Fig. 1: clock nets
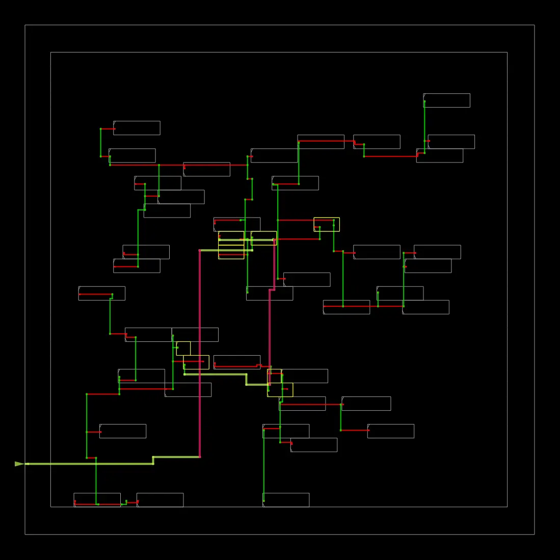
Fig. 2: signal wires by layer
Scale: 4 px per um.
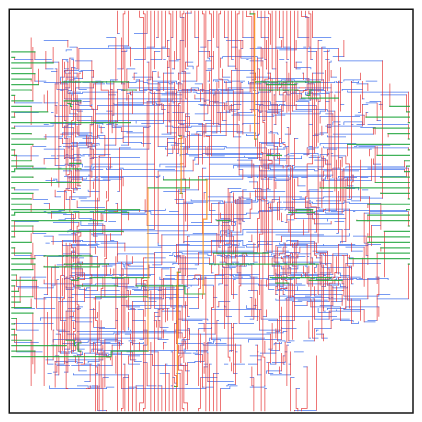
File: config.mk
export PLATFORM = sky130hd
export DESIGN_NAME = reg_write_arbiter
export DESIGN_NICKNAME = d
export VERILOG_FILES = /design/src/rtl/reg_write_arbiter.sv
export SDC_FILE = /design/constraint.sdc
export NUM_CORES = 1
export LEC_CHECK = 0
export CORE_MARGIN = 5
export CORE_UTILIZATION = 41
export DETAILED_ROUTE_END_ITERATION = 8
export GPL_ROUTABILITY_DRIVEN = 0
export GPL_TIMING_DRIVEN = 0
export PLACE_DENSITY = 0.83
export SETUP_SLACK_MARGIN = 0.05
export SYNTH_ARGS = -nofsm -noshare
export SYNTH_HDL_FRONTEND = slang
export SYNTH_SLANG_ARGS = --single-unit
File: constraint.sdc
create_clock -name clock_i -period 3.24 [get_ports clock_i]
set_input_delay 0.648 -clock clock_i [delete_from_list [all_inputs] [get_ports clock_i]]
set_output_delay 0.648 -clock clock_i [all_outputs]
set_load 0.02 [all_outputs]
File: src/rtl/reg_write_arbiter.sv
// reg_write_arbiter: round-robin write controller sharing one `register`
// instance between NB_REQ requesters. The winner's word is latched and driven
// on reg_data_o with reg_enable_o high for HOLD_CYCLES cycles, then ack_o pulses.
// Latency: req_i seen at edge t -> GRANT t+1..t+HOLD_CYCLES -> ACK t+HOLD_CYCLES+1.
// Backpressure: requests arriving outside IDLE are not sampled; they wait for IDLE.
//
// Ports:
//   clock_i, resetb_i          clock (rising edge), async active-low reset
//   req_i[NB_REQ]              per-requester request, held until its ack_o bit
//   data_req_i[NB_REQ*nb_bits] flattened words, requester k at [k*nb_bits +: nb_bits]
//   ack_o[NB_REQ]              one-hot, one-cycle completion pulse
//   reg_data_o, reg_enable_o   to the register's data_i / enable_i
//   grant_id_o                 current winner index (0 in IDLE)
//   busy_o                     high whenever the FSM is not IDLE
//
// Build option: define REG_ARB_FIXED_PRIO_EN for fixed priority (lowest set
// req_i index wins, pointer held at 0). Default build is round-robin.

module reg_write_arbiter #(
  parameter int NB_REQ      = 4,
  parameter int nb_bits     = 32,
  parameter int HOLD_CYCLES = 2
) (
  input  logic                        clock_i,
  input  logic                        resetb_i,
  input  logic [NB_REQ-1:0]           req_i,
  input  logic [NB_REQ*nb_bits-1:0]   data_req_i,
  output logic [NB_REQ-1:0]           ack_o,
  output logic [nb_bits-1:0]          reg_data_o,
  output logic                        reg_enable_o,
  output logic [$clog2(NB_REQ)-1:0]   grant_id_o,
  output logic                        busy_o
);

  localparam int IDW = $clog2(NB_REQ);
  localparam int HCW = $clog2(HOLD_CYCLES + 1);
  localparam logic [IDW-1:0] LAST_ID   = IDW'(NB_REQ - 1);
  localparam logic [HCW-1:0] HOLD_LOAD = HCW'(HOLD_CYCLES - 1);

  typedef enum logic [1:0] {
    S_IDLE  = 2'd0,
    S_GRANT = 2'd1,
    S_ACK   = 2'd2
  } state_t;

  state_t              r_state;
  logic [HCW-1:0]      r_hold_cnt;
  logic [IDW-1:0]      r_win;
  logic [IDW-1:0]      r_ptr;
  logic [nb_bits-1:0]  r_data;

  state_t              w_state_nxt;
  logic [HCW-1:0]      w_hold_nxt;
  logic [IDW-1:0]      w_win_nxt;
  logic [IDW-1:0]      w_ptr_nxt;
  logic [nb_bits-1:0]  w_data_nxt;

  logic [IDW-1:0]      w_cand;
  logic [IDW-1:0]      w_sel;
  logic                w_found;
  logic [nb_bits-1:0]  w_word;

  // Scan upward from the pointer with wrap. In the fixed-priority build the
  // pointer never leaves 0, so the same scan yields the lowest set index.
  always_comb begin
    w_found = 1'b0;
    w_sel   = '0;
    w_cand  = r_ptr;
    for (int i = 0; i < NB_REQ; i++) begin
      if (i != 0) begin
        if (w_cand == LAST_ID) w_cand = '0;
        else                   w_cand = w_cand + 1'b1;
      end
      if (!w_found && req_i[w_cand]) begin
        w_found = 1'b1;
        w_sel   = w_cand;
      end
    end
  end

  // Word of the selected requester
  always_comb begin
    w_word = '0;
    for (int k = 0; k < NB_REQ; k++) begin
      if (w_sel == IDW'(k)) w_word = data_req_i[k*nb_bits +: nb_bits];
    end
  end

  // State register
  always_ff @(posedge clock_i or negedge resetb_i) begin
    if (!resetb_i) begin
      r_state    <= S_IDLE;
      r_hold_cnt <= '0;
      r_win      <= '0;
      r_ptr      <= '0;
      r_data     <= '0;
    end else begin
      r_state    <= w_state_nxt;
      r_hold_cnt <= w_hold_nxt;
      r_win      <= w_win_nxt;
      r_ptr      <= w_ptr_nxt;
      r_data     <= w_data_nxt;
    end
  end

  // Next-state and outputs; outputs depend only on registered state so there
  // is no input-to-output combinational path, and reset clears them at once.
  always_comb begin
    w_state_nxt  = r_state;
    w_hold_nxt   = r_hold_cnt;
    w_win_nxt    = r_win;
    w_ptr_nxt    = r_ptr;
    w_data_nxt   = r_data;
    ack_o        = '0;
    reg_data_o   = '0;
    reg_enable_o = 1'b0;
    grant_id_o   = '0;
    busy_o       = 1'b0;

    case (r_state)
      S_IDLE: begin
        if (w_found) begin
          w_state_nxt = S_GRANT;
          w_win_nxt   = w_sel;
          w_data_nxt  = w_word;
          w_hold_nxt  = HOLD_LOAD;
        end
      end

      S_GRANT: begin
        reg_enable_o = 1'b1;
        reg_data_o   = r_data;
        grant_id_o   = r_win;
        busy_o       = 1'b1;
        if (r_hold_cnt == '0) w_state_nxt = S_ACK;
        else                  w_hold_nxt  = r_hold_cnt - 1'b1;
      end

      S_ACK: begin
        ack_o[r_win] = 1'b1;
        grant_id_o   = r_win;
        busy_o       = 1'b1;
        w_state_nxt  = S_IDLE;
`ifdef REG_ARB_FIXED_PRIO_EN
        w_ptr_nxt    = '0;
`else
        if (r_win == LAST_ID) w_ptr_nxt = '0;
        else                  w_ptr_nxt = r_win + 1'b1;
`endif
      end

      default: begin
        w_state_nxt = S_IDLE;
      end
    endcase
  end

endmodule

==> out/summary.rpt <==
CRITICAL PATH
-----------------------------------------------------------------------------------------------------
Setup Crit Path Kind ...................................................................       in2reg
Launch instance of the worst register-to-register path .................................     r_ptr[1]
First element of the critical path .....................................................     req_i[3]
Most Frequent Cell on Critical Path .................................................... sky130_fd_sc_hd__buf_2
Reg-to-Reg End .........................................................................    r_data[1]
FF-to-FF setup slack ...................................................................      0.09 ns
Arrival time at the worst endpoint .....................................................      3.38 ns
Critical Path Start Type ...............................................................   input port
CP Buf/Inv Count .......................................................................            4
Number of cell instances on the worst register-to-register path ........................           10

FLOORPLAN
-----------------------------------------------------------------------------------------------------
Ports placed on the boundary ...........................................................          174
Core Area ..............................................................................  0.00809 mm2
Die ar. ................................................................................   0.0101 mm2
Taps Inserted ..........................................................................          105

STA
-----------------------------------------------------------------------------------------------------
# setup viols final ....................................................................            0
Final hold slack .......................................................................     0.190 ns
Worst-margin pin slew ..................................................................     0.612 ns
Least setup slack across all paths after layout ........................................    0.0277 ns

PWR
-----------------------------------------------------------------------------------------------------
Power group with the largest share ..................................................... combinational cells
Switching component of the power .......................................................      3130 uW
Part of the power in registers .........................................................        15.2%
Max VDD drop ...........................................................................     0.486 mV
Power share of the clock group .........................................................         6.0%
Switching power as a share of total power ..............................................        50.9%

LOGIC SYNTHESIS
-----------------------------------------------------------------------------------------------------
Post-synthesis share of cell area spent on full adders, half adders and majority gates .        3.35%
Post-Synthesis Cells ...................................................................          392
Post-synth tally of flip-flops with integrated enable ..................................            0
Post-synthesis average cell area .......................................................     8.58 um2
Post-Syn Area ..........................................................................  0.00336 mm2
Xor/xnor share .........................................................................           0%
Chip area from the yosys synthesis statistics ..........................................  0.00336 mm2
Ys flops ...............................................................................           40
Multiplexer area fraction after synthesis ..............................................        13.6%
Compound-cell area share of the yosys netlist ..........................................        27.6%
Share of the synthesized area in the top cell type .....................................        29.8%
Register share after synthesis .........................................................        29.8%
Count of different cell masters after synthesis ........................................           37
Leading cell type by number of instances after synthesis ............................... sky130_fd_sc_hd__a211oi_1
Biggest area cells ..................................................................... sky130_fd_sc_hd__dfrtp_1 (30%), sky130_fd_sc_hd__a211oi_1 (14%), sky130_fd_sc_hd__mux2i_1 (11%)
Proportion of register bits with asynchronous set or reset after synthesis .............         100%
Basic-gate share of the synthesized area counting and, or, nand and nor cells ..........        15.1%

DRT
-----------------------------------------------------------------------------------------------------
Number of DRC violations after detailed routing ........................................            0
Vias per cell ..........................................................................         5.52
Wl on met1 .............................................................................      4790 um
Top Metal Used .........................................................................         met4
1st-iter DRT viols .....................................................................          118
First-pass DRT Iterations ..............................................................            4

CELLS AND AREA
-----------------------------------------------------------------------------------------------------
Multi-input logic cell count ...........................................................          272
Largest Register .......................................................................       r_data
Layout cell share with drive strength beyond 1 .........................................        8.01%
Layout Area Growth over Synthesis ......................................................        60.2%
Number of fill cells ...................................................................          704
Top cell excl fill/tap ................................................................. sky130_fd_sc_hd__clkdlybuf4s50_1
Non-clock buffer area fraction after layout ............................................        36.2%
Leading cell kind ...................................................................... multi-input combinational cells
Number of clock buffers in the layout ..................................................            6
Non-filler instance count after layout .................................................          679
ClkCell Share ..........................................................................        1.81%
Logic share of the area ................................................................        38.1%
Final #Nets ............................................................................          716

PLACEMENT
-----------------------------------------------------------------------------------------------------
Post-detail-place hpwl .................................................................      9250 um
Placed cells ...........................................................................          670
Number of input and output port buffers inserted .......................................          172
Pre-CTS setup slack ....................................................................    -0.364 ns

CTS
-----------------------------------------------------------------------------------------------------
Clock tree from TritonCTS ..............................................................         done
Clock buffer count from CTS ............................................................            5
Bufs on Longest Clock Path .............................................................            2
Clock Tree Root ........................................................................ sky130_fd_sc_hd__clkbuf_8
Postcts setup bufs .....................................................................            0
Post-cts gate resize count .............................................................            3

GRT
-----------------------------------------------------------------------------------------------------
Met3 routing resource usage after global routing .......................................        5.26%
Via count of the first global-routing pass .............................................         3873
Largest net degree at the start of global routing ......................................           35
Overflow left after global routing .....................................................            0
Busiest layer in global routing ........................................................         met2
GRT met2 Usage .........................................................................        40.3%
Total track usage ......................................................................        22.9%
Met1 track demand over resource in global routing ......................................        28.1%

RUN
-----------------------------------------------------------------------------------------------------
Max capacitance violation total ........................................................            0

RUN STATUS
-----------------------------------------------------------------------------------------------------
Run status ............................................................................. complete, no violations

-- Fig. 1 (at the start) --
Fin Clk Skew: 0.0125 ns
CTS sink count: 40
Insertion Delay late pin: 0.30 ns
total number of sequential cells: 40

-- Fig. 2 (at the start) --
layer	colour	wire length
met4	orange	144 um
met3	green	898 um
met1	blue	4790 um
met2	red	6100 um

Power figures rest on the tool's default switching activity, not on a simulated workload.
